[src/rtl/stack_loader_if.sv]
// Bus bundle between stack_loader and its neighbours: the Avalon-MM read
// port it masters and register-file write port A.
interface stack_loader_if #(
    parameter int IDX_W  = 5,
    parameter int TTAG_W = 5
);
    // Handshake: mem_read is the request valid and !mem_waitrequest is ready.
    // A read completes in a cycle where both hold; until then the master keeps
    // mem_address and mem_read stable. rf_write_en is a one-cycle write strobe.
    logic [31:0]       mem_address;
    logic              mem_read;
    logic [31:0]       mem_readdata;
    logic              mem_waitrequest;
    logic [IDX_W-1:0]  rf_idx;
    logic [31:0]       rf_writedata;
    logic [TTAG_W-1:0] rf_writetype;
    logic              rf_write_en;

    modport master (
        output mem_address, mem_read,
        input  mem_readdata, mem_waitrequest,
        output rf_idx, rf_writedata, rf_writetype, rf_write_en
    );

    modport slave (
        input  mem_address, mem_read,
        output mem_readdata, mem_waitrequest,
        input  rf_idx, rf_writedata, rf_writetype, rf_write_en
    );
endinterface

[src/rtl/stack_loader.sv]
// Bulk loader: reads count TValues (value word, then tag word) starting at
// base and writes them into register-file port A at indices 0..count-1.
module stack_loader #(
    parameter int NREGS   = 32,
    parameter int IDX_W   = 5,
    parameter int TTAG_W  = 5,
    parameter int TV_SIZE = 8
) (
    input  logic             clk,
    input  logic             rst,
    input  logic             start,
    input  logic [31:0]      base,
    input  logic [IDX_W:0]   count,
    output logic             busy,
    output logic             done,
    output logic [1:0]       o_dbg_state,
    stack_loader_if.master   bus
);
    typedef enum logic [1:0] {
        IDLE   = 2'd0,
        RD_VAL = 2'd1,
        RD_TT  = 2'd2,
        FIN    = 2'd3
    } state_t;

    localparam logic [IDX_W:0] NREGS_W = (IDX_W+1)'(NREGS);
    localparam logic [IDX_W:0] ONE_W   = (IDX_W+1)'(1);

    state_t         r_state;
    logic [IDX_W:0] r_i;
    logic [IDX_W:0] r_count;
    logic [31:0]    r_base;
    logic [31:0]    r_val;
    logic [31:0]    r_addr;
    logic           r_read;
    logic           r_busy;
    logic           r_done;

    logic [IDX_W:0] w_count_clamped;
    logic [IDX_W:0] w_i_next;
    logic [31:0]    w_next_slot_addr;
    logic           w_we;

    assign w_count_clamped  = (count > NREGS_W) ? NREGS_W : count;
    assign w_i_next         = r_i + ONE_W;
    assign w_next_slot_addr = r_base + 32'(TV_SIZE) * 32'(w_i_next);

    always_ff @(posedge clk or negedge rst) begin
        if (!rst) begin
            r_state <= IDLE;
            r_i     <= '0;
            r_count <= '0;
            r_base  <= '0;
            r_val   <= '0;
            r_addr  <= '0;
            r_read  <= 1'b0;
            r_busy  <= 1'b0;
            r_done  <= 1'b0;
        end else begin
            case (r_state)
                IDLE: begin
                    if (start) begin
                        r_base  <= base;
                        r_count <= w_count_clamped;
                        r_i     <= '0;
                        r_busy  <= 1'b1;
                        if (w_count_clamped == '0) begin
                            r_state <= FIN;
                            r_done  <= 1'b1;
                        end else begin
                            r_state <= RD_VAL;
                            r_read  <= 1'b1;
                            r_addr  <= base;
                        end
                    end
                end
                RD_VAL: begin
                    // val_q is only loaded here, so a value can never pair with another slot's tag
                    if (!bus.mem_waitrequest) begin
                        r_val   <= bus.mem_readdata;
                        r_addr  <= r_addr + 32'd4;
                        r_state <= RD_TT;
                    end
                end
                RD_TT: begin
                    if (!bus.mem_waitrequest) begin
                        r_i <= w_i_next;
                        if (w_i_next == r_count) begin
                            r_state <= FIN;
                            r_read  <= 1'b0;
                            r_addr  <= '0;
                            r_done  <= 1'b1;
                        end else begin
                            r_state <= RD_VAL;
                            r_addr  <= w_next_slot_addr;
                        end
                    end
                end
                FIN: begin
                    r_state <= IDLE;
                    r_done  <= 1'b0;
                    r_busy  <= 1'b0;
                end
                default: r_state <= IDLE;
            endcase
        end
    end

    // The register write fires in the same cycle the tag word arrives.
    assign w_we             = (r_state == RD_TT) && !bus.mem_waitrequest;
    assign bus.rf_write_en  = w_we;
    assign bus.rf_idx       = w_we ? r_i[IDX_W-1:0] : '0;
    assign bus.rf_writedata = w_we ? r_val : '0;
    assign bus.rf_writetype = w_we ? bus.mem_readdata[TTAG_W-1:0] : '0;

    assign bus.mem_address  = r_addr;
    assign bus.mem_read     = r_read;
    assign busy             = r_busy;
    assign done             = r_done;
    assign o_dbg_state      = r_state;
endmodule
[src/flat_wrapper.sv]
// flat-port wrapper written by rule: the top's interface ports become plain ports
module stack_loader_flat 
#(
    parameter int NREGS   = 32,
    parameter int IDX_W   = 5,
    parameter int TTAG_W  = 5,
    parameter int TV_SIZE = 8
)
  (clk, rst, start, base, count, busy, done, o_dbg_state, bus_mem_address, bus_mem_read, bus_mem_readdata, bus_mem_waitrequest, bus_rf_idx, bus_rf_writedata, bus_rf_writetype, bus_rf_write_en);
  stack_loader_if #(.IDX_W(IDX_W), .TTAG_W(TTAG_W)) bus_i ();
  input  logic clk;
  input  logic rst;
  input  logic start;
  input  logic [31:0] base;
  input  logic [IDX_W:0] count;
  output logic busy;
  output logic done;
  output logic [1:0] o_dbg_state;
  output wire logic [$bits(bus_i.mem_address)-1:0] bus_mem_address;
  output wire logic [$bits(bus_i.mem_read)-1:0] bus_mem_read;
  input wire logic [$bits(bus_i.mem_readdata)-1:0] bus_mem_readdata;
  input wire logic [$bits(bus_i.mem_waitrequest)-1:0] bus_mem_waitrequest;
  output wire logic [$bits(bus_i.rf_idx)-1:0] bus_rf_idx;
  output wire logic [$bits(bus_i.rf_writedata)-1:0] bus_rf_writedata;
  output wire logic [$bits(bus_i.rf_writetype)-1:0] bus_rf_writetype;
  output wire logic [$bits(bus_i.rf_write_en)-1:0] bus_rf_write_en;
  assign bus_mem_address = bus_i.mem_address;
  assign bus_mem_read = bus_i.mem_read;
  assign bus_i.mem_readdata = bus_mem_readdata;
  assign bus_i.mem_waitrequest = bus_mem_waitrequest;
  assign bus_rf_idx = bus_i.rf_idx;
  assign bus_rf_writedata = bus_i.rf_writedata;
  assign bus_rf_writetype = bus_i.rf_writetype;
  assign bus_rf_write_en = bus_i.rf_write_en;
  stack_loader #(.NREGS(NREGS), .IDX_W(IDX_W), .TTAG_W(TTAG_W), .TV_SIZE(TV_SIZE)) u_core (.clk(clk), .rst(rst), .start(start), .base(base), .count(count), .busy(busy), .done(done), .o_dbg_state(o_dbg_state), .bus(bus_i));
endmodule
[config.mk]
export PLATFORM = sky130hd
export DESIGN_NAME = stack_loader_flat
export DESIGN_NICKNAME = d
export VERILOG_FILES = /design/src/rtl/stack_loader_if.sv /design/src/rtl/stack_loader.sv /design/src/flat_wrapper.sv
export SDC_FILE = /design/constraint.sdc
export NUM_CORES = 1
export LEC_CHECK = 0
export CAP_MARGIN = 0
export CORE_MARGIN = 1.5
export CORE_UTILIZATION = 30
export CTS_BUF_LIST = sky130_fd_sc_hd__clkbuf_8
export DETAILED_ROUTE_END_ITERATION = 10
export PLACE_DENSITY = 0.62
export RECOVER_POWER = 25
export SKIP_LAST_GASP = 1
export SLEW_MARGIN = 20
export SYNTH_ARGS = -nofsm -noshare
export SYNTH_HDL_FRONTEND = slang
export SYNTH_SLANG_ARGS = --single-unit
[constraint.sdc]
create_clock -name clk -period 6.5 [get_ports clk]
set_input_delay 1.625 -clock clk [delete_from_list [all_inputs] [get_ports clk]]
set_output_delay 1.625 -clock clk [all_outputs]
set_load 0.01 [all_outputs]
**Metal 1**

Supply wires on this layer in grey.
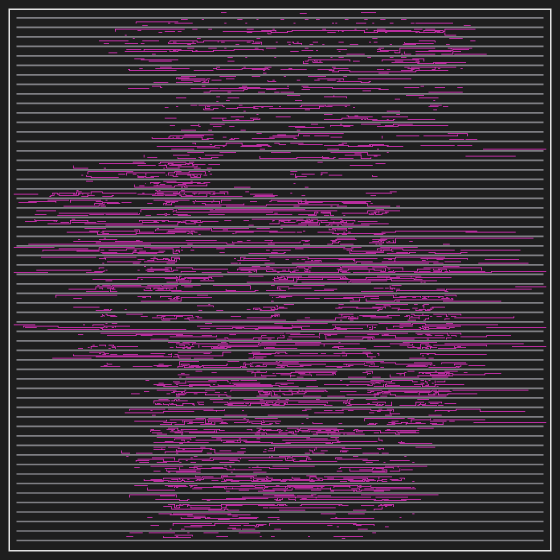
- share of all routed wire: 47%
- nets with wire on the layer: 836

**Register map, names as in the netlist**

Other sequential cells in the stronger grey, the rest of the logic in the fainter grey.
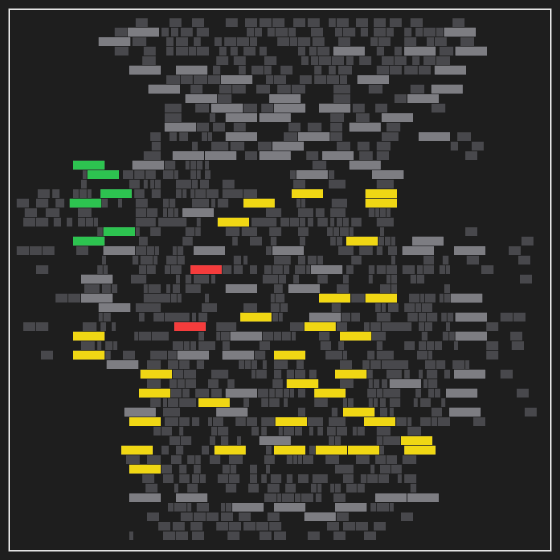
- red: u_core.o_dbg_state (flops 2)
- yellow: u_core.r_base (flops 32)
- green: u_core.r_count (flops 6)
- not coloured: 73

==> results_dict.tcl <==
# yosys + openroad results
set metrics [dict create \
    timing.hold.ws_ns 0.484 \
    yosys-dominant-comb-family "simple AND/OR/NAND/NOR gates" \
    fin_setup_tns_ns 0 \
    met3RoutedLength_microns 967 \
    finalWeightedCongestion 0.795 \
    max_cap_viols 2 \
    combGateArea_sq_um 3800 \
    syn_area_sq_um 6890 \
    slew_viol_final 116 \
    detailroute.via_count 5790 \
    failing_checks "max-capacitance violations, max-slew violations" \
    antenna_violating_nets_post_route 0 \
    tightest_slew_margin_relative_to_the_limit -0.883 \
    nonClockInverterCount 13 \
    globalRoute.totalOverflow 0 \
    synthSimpleGateAreaFrac 0.206 \
    seq_area_frac 0.315 \
    chipHeight_microns 155 \
    achievable-frequency_mhz 189 \
    worst-path-buf-inv 4 \
    hold_viol_final 0 \
    run_status "complete, but fails checks" \
    wl_met1_microns 9380 \
    switching_share 0.430 \
    htree_num_levels 4 \
    layout.nets 916 \
    ff_latch_area_sq_um 2830 \
    timing.critical_path.slowest_stage_cell "sky130_fd_sc_hd__clkdlybuf4s50_1" \
    core_region_area_sq_um 22600 \
    busiest_metal_layer_after_global_routing "met2" \
    critical_path.top_delay_family "buffers and inverters" \
    die_w_microns 155 \
    worst_r2r_endpoint "u_core.bus.mem_address[27]" \
    mux_area_frac 0.0964 \
]
**The clock network**

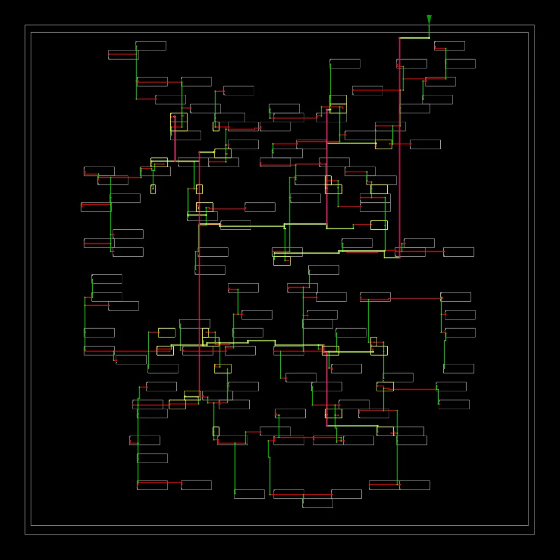
number of clock sinks: 113
number of clock buffers in the layout: 23
count of flip-flops and latches: 113
later-pin clock latency in the skew report: 0.45 ns
Clock net power: 598 uW

**Supply network**

Pins as bars on the die edge.
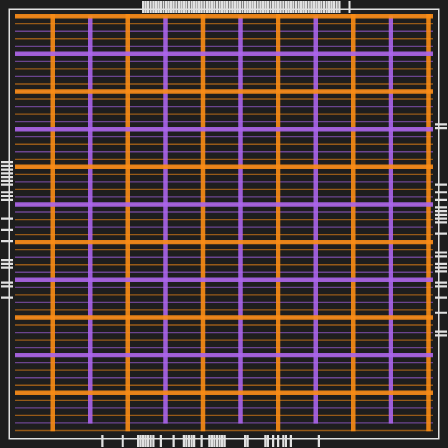
- orange: VSS
- purple: VDD
- rows: 55
- met5 straps: 11
- met4 straps: 11
- met1 rails: 56
- signal pins: 154

-- synth_stat cells (17+ instances only) --
library cell | count | area, sq um
sky130_fd_sc_hd__xnor2_1 | 47 | 412
sky130_fd_sc_hd__nand3_1 | 26 | 130
sky130_fd_sc_hd__nand4_1 | 20 | 125
sky130_fd_sc_hd__a21oi_1 | 20 | 100
sky130_fd_sc_hd__nor3_1 | 25 | 125
sky130_fd_sc_hd__clkbuf_1 | 17 | 63.8
sky130_fd_sc_hd__o21ai_0 | 37 | 185
sky130_fd_sc_hd__nor2_1 | 33 | 124
sky130_fd_sc_hd__dfrtp_1 | 113 | 2830
sky130_fd_sc_hd__a221oi_1 | 17 | 149
sky130_fd_sc_hd__mux2_2 | 57 | 642
sky130_fd_sc_hd__nand2_1 | 48 | 180
sky130_fd_sc_hd__and2_1 | 46 | 288
Power and IR drop assume default switching activity.
